**config.mk**
```make
export PLATFORM = sky130hd
export DESIGN_NAME = io_uart_tx
export DESIGN_NICKNAME = d
export VERILOG_FILES = /design/src/rtl/io_pkg.sv /design/src/rtl/sync_fifo.sv /design/src/rtl/io_uart_tx.sv
export SDC_FILE = /design/constraint.sdc
export NUM_CORES = 1
export LEC_CHECK = 0
export ABC_AREA = 1
export CAP_MARGIN = 5
export CORE_UTILIZATION = 40
export CTS_BUF_LIST = sky130_fd_sc_hd__clkbuf_2
export CTS_CLUSTER_DIAMETER = 100
export DETAILED_ROUTE_END_ITERATION = 6
export SLEW_MARGIN = 20
export SYNTH_ARGS = -nofsm -noshare
export SYNTH_HDL_FRONTEND = slang
export SYNTH_SLANG_ARGS = --single-unit
```
**constraint.sdc**
```tcl
create_clock -name clock -period 1.7 [get_ports clock]
set_clock_uncertainty 0.05 [all_clocks]
set_input_delay 0.425 -clock clock [delete_from_list [all_inputs] [get_ports clock]]
set_output_delay 0.425 -clock clock [all_outputs]
set_load 0.03 [all_outputs]
```
**src/rtl/io_pkg.sv**
```systemverilog
// rtl/io_pkg.sv - shared IO bus layout, UART frame constants and TX state encoding
// Optional parity state is used only when IO_UART_TX_PARITY_EN is defined.
package io_pkg;

    typedef enum logic [2:0] {
        ST_IDLE   = 3'd0,
        ST_START  = 3'd1,
        ST_DATA   = 3'd2,
        ST_PARITY = 3'd3,
        ST_STOP   = 3'd4
    } tx_state_t;

    localparam int IO_SEND_TOGGLE_BIT = 10;
    localparam int IO_DATA_MSB        = 7;
    localparam int IO_BUS_WIDTH       = 11;

    localparam int   UART_DATA_BITS   = 8;
    localparam logic UART_LINE_IDLE   = 1'b1;
    localparam logic UART_START_LEVEL = 1'b0;
    localparam logic UART_STOP_LEVEL  = 1'b1;

    function automatic logic even_parity(input logic [UART_DATA_BITS-1:0] data);
        return ^data;
    endfunction

endpackage

```
**src/rtl/sync_fifo.sv**
```systemverilog
// rtl/sync_fifo.sv - single-clock FIFO with wrap-bit pointers, shared by the UART TX and RX paths
// Head entry is presented combinationally on rdata whenever the FIFO is non-empty.
module sync_fifo #(
    parameter int WIDTH = 8,
    parameter int DEPTH = 8
) (
    input  logic             clock,
    input  logic             reset,
    input  logic             push,
    input  logic [WIDTH-1:0] wdata,
    input  logic             pop,
    output logic [WIDTH-1:0] rdata,
    output logic             full,
    output logic             empty
);

    localparam int AW = $clog2(DEPTH);
    localparam logic [AW:0] PTR_ONE = {{AW{1'b0}}, 1'b1};

    logic [WIDTH-1:0] mem [DEPTH];
    logic [AW:0]      wptr;
    logic [AW:0]      rptr;
    logic             do_push;
    logic             do_pop;

    assign full    = (wptr[AW] != rptr[AW]) && (wptr[AW-1:0] == rptr[AW-1:0]);
    assign empty   = (wptr == rptr);
    assign do_push = push && !full;
    assign do_pop  = pop && !empty;
    assign rdata   = mem[rptr[AW-1:0]];

    always_ff @(posedge clock or negedge reset) begin
        if (!reset) begin
            wptr <= '0;
            rptr <= '0;
        end else begin
            if (do_push) wptr <= wptr + PTR_ONE;
            if (do_pop)  rptr <= rptr + PTR_ONE;
        end
    end

    // Storage carries no reset; entries are only ever read between the pointers.
    always_ff @(posedge clock) begin
        if (do_push) mem[wptr[AW-1:0]] <= wdata;
    end

endmodule

```
**src/rtl/io_uart_tx.sv**
```systemverilog
// rtl/io_uart_tx.sv - toggle-triggered byte queue and UART 8N1 serialiser on the core output bus
// Define IO_UART_TX_PARITY_EN to insert an even-parity bit between data and stop.
module io_uart_tx
    import io_pkg::*;
#(
    parameter int CLKS_PER_BIT = 868,
    parameter int FIFO_DEPTH   = 8
) (
    input  logic                    clock,
    input  logic                    reset,
    input  logic [IO_BUS_WIDTH-1:0] io_output_bus,
    output logic                    tx,
    output logic                    busy,
    output logic                    fifo_full,
    output logic                    overflow
);

    localparam int BW = (CLKS_PER_BIT > 2) ? $clog2(CLKS_PER_BIT) : 1;
    localparam logic [BW-1:0] BAUD_LAST = BW'(CLKS_PER_BIT - 1);

    tx_state_t                 state, state_next;
    logic [BW-1:0]             baud_cnt, baud_next;
    logic [2:0]                bit_cnt, bit_next;
    logic [UART_DATA_BITS-1:0] shift, shift_next;
    logic                      tx_next;
    logic                      baud_done;

    logic                      prev_toggle;
    logic                      send;
    logic                      push;
    logic                      pop;
    logic                      fifo_empty;
    logic [UART_DATA_BITS-1:0] fifo_data;
    logic                      unused_bus_bits;

`ifdef IO_UART_TX_PARITY_EN
    logic                      parity_bit, parity_next;
`endif

    assign unused_bus_bits = ^io_output_bus[IO_SEND_TOGGLE_BIT-1:IO_DATA_MSB+1];

    // Any level change on the toggle bit is one send request.
    assign send = io_output_bus[IO_SEND_TOGGLE_BIT] ^ prev_toggle;
    assign push = send && !fifo_full;

    always_ff @(posedge clock or negedge reset) begin
        if (!reset) begin
            prev_toggle <= 1'b0;
            overflow    <= 1'b0;
        end else begin
            prev_toggle <= io_output_bus[IO_SEND_TOGGLE_BIT];
            if (send && fifo_full) overflow <= 1'b1;
        end
    end

    sync_fifo #(
        .WIDTH (UART_DATA_BITS),
        .DEPTH (FIFO_DEPTH)
    ) u_fifo (
        .clock (clock),
        .reset (reset),
        .push  (push),
        .wdata (io_output_bus[IO_DATA_MSB:0]),
        .pop   (pop),
        .rdata (fifo_data),
        .full  (fifo_full),
        .empty (fifo_empty)
    );

    assign baud_done = (baud_cnt == BAUD_LAST);
    assign busy      = (state != ST_IDLE) || !fifo_empty;

    always_ff @(posedge clock or negedge reset) begin
        if (!reset) begin
            state    <= ST_IDLE;
            baud_cnt <= '0;
            bit_cnt  <= '0;
            shift    <= '0;
            tx       <= UART_LINE_IDLE;
`ifdef IO_UART_TX_PARITY_EN
            parity_bit <= 1'b0;
`endif
        end else begin
            state    <= state_next;
            baud_cnt <= baud_next;
            bit_cnt  <= bit_next;
            shift    <= shift_next;
            tx       <= tx_next;
`ifdef IO_UART_TX_PARITY_EN
            parity_bit <= parity_next;
`endif
        end
    end

    always_comb begin
        state_next = state;
        baud_next  = baud_cnt + 1'b1;
        bit_next   = bit_cnt;
        shift_next = shift;
        pop        = 1'b0;
`ifdef IO_UART_TX_PARITY_EN
        parity_next = parity_bit;
`endif
        case (state)
            ST_IDLE: begin
                baud_next = '0;
                if (!fifo_empty) begin
                    pop        = 1'b1;
                    state_next = ST_START;
                    shift_next = fifo_data;
`ifdef IO_UART_TX_PARITY_EN
                    parity_next = even_parity(fifo_data);
`endif
                end
            end
            ST_START: begin
                if (baud_done) begin
                    state_next = ST_DATA;
                    baud_next  = '0;
                    bit_next   = '0;
                end
            end
            ST_DATA: begin
                if (baud_done) begin
                    baud_next  = '0;
                    shift_next = shift >> 1;
                    bit_next   = bit_cnt + 3'd1;
                    if (bit_cnt == 3'd7) begin
`ifdef IO_UART_TX_PARITY_EN
                        state_next = ST_PARITY;
`else
                        state_next = ST_STOP;
`endif
                    end
                end
            end
`ifdef IO_UART_TX_PARITY_EN
            ST_PARITY: begin
                if (baud_done) begin
                    state_next = ST_STOP;
                    baud_next  = '0;
                end
            end
`endif
            ST_STOP: begin
                if (baud_done) begin
                    baud_next = '0;
                    // Chain straight into the next start bit when more data is queued.
                    if (!fifo_empty) begin
                        pop        = 1'b1;
                        state_next = ST_START;
                        shift_next = fifo_data;
`ifdef IO_UART_TX_PARITY_EN
                        parity_next = even_parity(fifo_data);
`endif
                    end else begin
                        state_next = ST_IDLE;
                    end
                end
            end
            default: begin
                state_next = ST_IDLE;
                baud_next  = '0;
            end
        endcase
    end

    // Line level is computed for the upcoming state and registered, so tx never glitches.
    always_comb begin
        tx_next = UART_LINE_IDLE;
        case (state_next)
            ST_IDLE:   tx_next = UART_LINE_IDLE;
            ST_START:  tx_next = UART_START_LEVEL;
            ST_DATA:   tx_next = shift_next[0];
`ifdef IO_UART_TX_PARITY_EN
            ST_PARITY: tx_next = parity_next;
`endif
            ST_STOP:   tx_next = UART_STOP_LEVEL;
            default:   tx_next = UART_LINE_IDLE;
        endcase
    end

endmodule

```
==> CHANGELOG.md <==
### Physical design

* Top cells by count: nand2_1 (125), edfxtp_1 (64), nand3_1 (51)
* Buffer and inverter count on the worst path at 5
* Worst path depth at 9
* Delay-heaviest family, CP: flip-flops
* Comb group at 1.72 mW
* Top power group: registers
* Hold Crit Class: in -> async
* Vias in the first global route at 3212
* EDFF count, synth at 64
* Seq. pwr at 2.97 mW
* Avg Synthesized Cell Area at 10.1 um2
* Slowest-stage cell, CP: dfrtp_1
* Status: finished with violations
* Worst skew pair latency at 0.58 ns
* Maximum buffer depth of the clock tree at 2
* CP Data Arrival Time at 1.79 ns
* Initial antenna violation count at 0
* Post-synth net total at 467
* Core area at 11000 um2
* Sw Share at 31.8%
* Dpl cell area at 5130 um2
* Final hold slack at 0.201 ns
* Placed cells at 631
* Synth top cell by count: nand2_1
* TritonCTS buffer count at 9
* H-tree depth at 3
* Fp util at 41.5%
* Synth Cell Area at 4550 um2
* Chip area estimate from yosys synthesis at 4550 um2
* # diodes at 0
* Vias at 3318
* Reg2reg path depth at 16
* # Cells Yosys at 449
* CTS Root Cell: clkbuf_2
* Register-to-register setup slack at -0.48 ns
* Log Warnings at 31
* FF+latch count, synth at 99
* RSZ-0062 raised after global routing: true
* Final worst slack at -0.563 ns
* FFs w/ async S/R, synth at 35.4%
* Final instance area at 5800 um2
* RR Startpoint: u_fifo.wptr[1]$_DFFE_PN0P_
* Fin crit share at 133%
* Routed Antenna Nets at 0
* Synth warn at 0
* Clock slew at reported path FFs at 0.29 ns
* Hpwl dp at 6.54 mm
* Ports at 17
* Total grt overflow at 0
* GP Congestion at 0.799
* Post-Synthesis Cells at 449
* Synth top area cells: edfxtp_1 (42%), dfrtp_1 (19%), nand2_1 (10%), nand3_1 (5.6%), nor2_1 (2.9%)
* Rel. slew slack at 70.8%
* Post-synth seq share at 61.5%
* CTS tree: built
* Synth Flop Type: edfxtp_1
* DR iter-0 viols at 180
* Lkg Pwr at 2.44 nW
* VDD IR-drop max at 0.598 mV
* Final net count at 551
* Worst Setup Path Type: reg -> out
* CP endpoint: fifo_full
* Worst-Margin Slew at 0.438 ns
* Cell Count, Final, Fillers Out at 678
* Wire per inst at 14.7 um
* Gr usage total at 17.9%
* First-pass GRT wire length at 15.7 mm
* Utilization after layout at 52.8%
* Vias per cell at 4.89
* Fin. max-slew vios at 0
* Crit. End Element: output pin
* Area leader, netlist: edfxtp_1
* Unique cell types at 36
* DR DRC count at 0
* Crit path max fanout at 3
* First drt pass iteration count at 4
* Gate power share at 29.6%
* Post-synth top area share at 42.2%
* Endpoints failing hold at 0
* CP max stage delay at 0.48 ns
* Internal at 3.97 mW
* Max Clk Rate at 442 MHz
* RR Endpoint: u_fifo.mem[7][7]$_DFFE_PP_
* Setup violations, final at 71
* Cells along the critical path: inv_2, nand2_1, nand2_1, nor2_2, buf_4, nand3_4, buf_6, inv_4, buf_6
* Seq pwr share at 51.0%
* Critical Path RT at 1.22 ns
* Max cap viols at 0
* Final wirelength at 10.0 mm
* Power density over the cells at 1000 nW/um2
* Clock share of power at 19.4%
* Switching pwr at 1.85 mW
* CP Launch Type: register
* CP Launch Point: u_fifo.wptr[1]$_DFFE_PN0P_
* Num rows at 38
* Die ar. at 11800 um2
* Layout area overhead at 27.4%
* Maximum number of pins on one net before global-route repair at 33
* Failing checks: setup timing
* Place WS at -0.527 ns
* Fin crit period at 2.26 ns
* Clk sinks at 99
* Layout cells sized above 1 at 29.6%
[cells by family after synthesis]
family                   Yosys count  share of synthesized area (%)
flip-flops                        99                           61.5
AND/OR/NAND/NOR                  249                           26.1
adder cells (fa/ha/maj)            5                           1.37
AND-OR/OR-AND                     37                           4.67
buffers and inverters             53                           5.28
XOR/XNOR                           6                           1.15
[cell usage in the layout (no fill, tap or decap), drive strengths merged, types with 8 or more instances in the layout]
master         netlist  final
buf                 11     73
nor2                44     44
nand2              135    135
clkdlybuf4s50        0      9
dfrtp               34     34
o21ai               21     21
clkbuf               1     11
a21oi                8      8
inv                 41     46
nand3               57     57
edfxtp              64     64
[registers in the layout, summed over array words and instances, names as in the netlist]
| register | flops |
|---|---|
| shift | 8 |
| u_fifo.wptr | 4 |
| u_fifo.mem | 64 |
| u_fifo.rptr | 4 |
| overflow | 1 |
| prev_toggle | 1 |
| state | 3 |
| tx | 1 |
| bit_cnt | 3 |
| baud_cnt | 10 |
[cell type report]
type	count	area (um2)
fill	952	5180
sequential	99	2800
multi-input combinational	297	1690
timing repair buffer	85	856
tap	140	175
inverter	41	171
clock inverter	7	66.3
clock buffer	9	45.0
[timing repair]
action	in CTS	in global routing
buffers inserted	12	18
pin swaps	6	12
resized	63	31
endpoints found under the setup margin	70	89
hold buffers	1	0
hold endpoints to repair	32	0
gates cloned	1	1
[routing by layer]
metal  wire length, um  vias up  track usage [%]
li1                  -     1674                -
met1              4520     1582             23.0
met2              5020       47             30.1
met3               302       15             3.77
met4               153        0             6.08
met5                 0        -                0
[stage by stage]
stage	TNS [ns]	power (mW)
floorplan	-5.62	3.58
global placement	-29.44	4.10
detailed placement	-31.39	4.12
CTS	-17.72	5.65
global route	-36.83	6.11
finish	-28.80	5.82
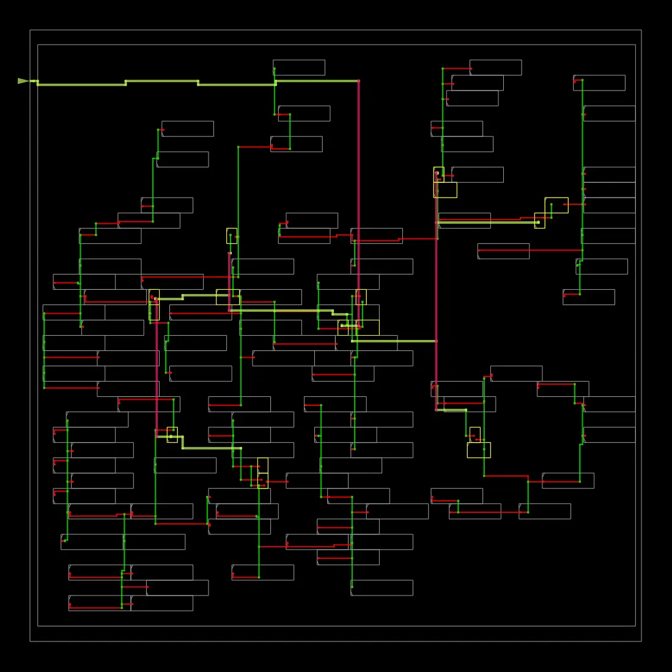
*Clock routing*
Clock net power: 1.13 mW
CLK BUF: 9

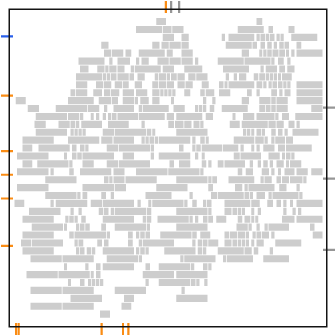
*Pin placement*
Pins as bars across the die edge, other pins in gray.
[blue] clock | pins: 1 | direction: input | edge: left
[orange] io_output_bus | pins: 11 | direction: input | edge: 5 left, 5 bottom, 1 top
all pins by edge: 6 left, 5 bottom, 3 right, 3 top
Die Y: 109 um
tally of buffers added on design ports: 14
Die W: 109 um

Power figures rest on the tool's default switching activity, not on a simulated workload.
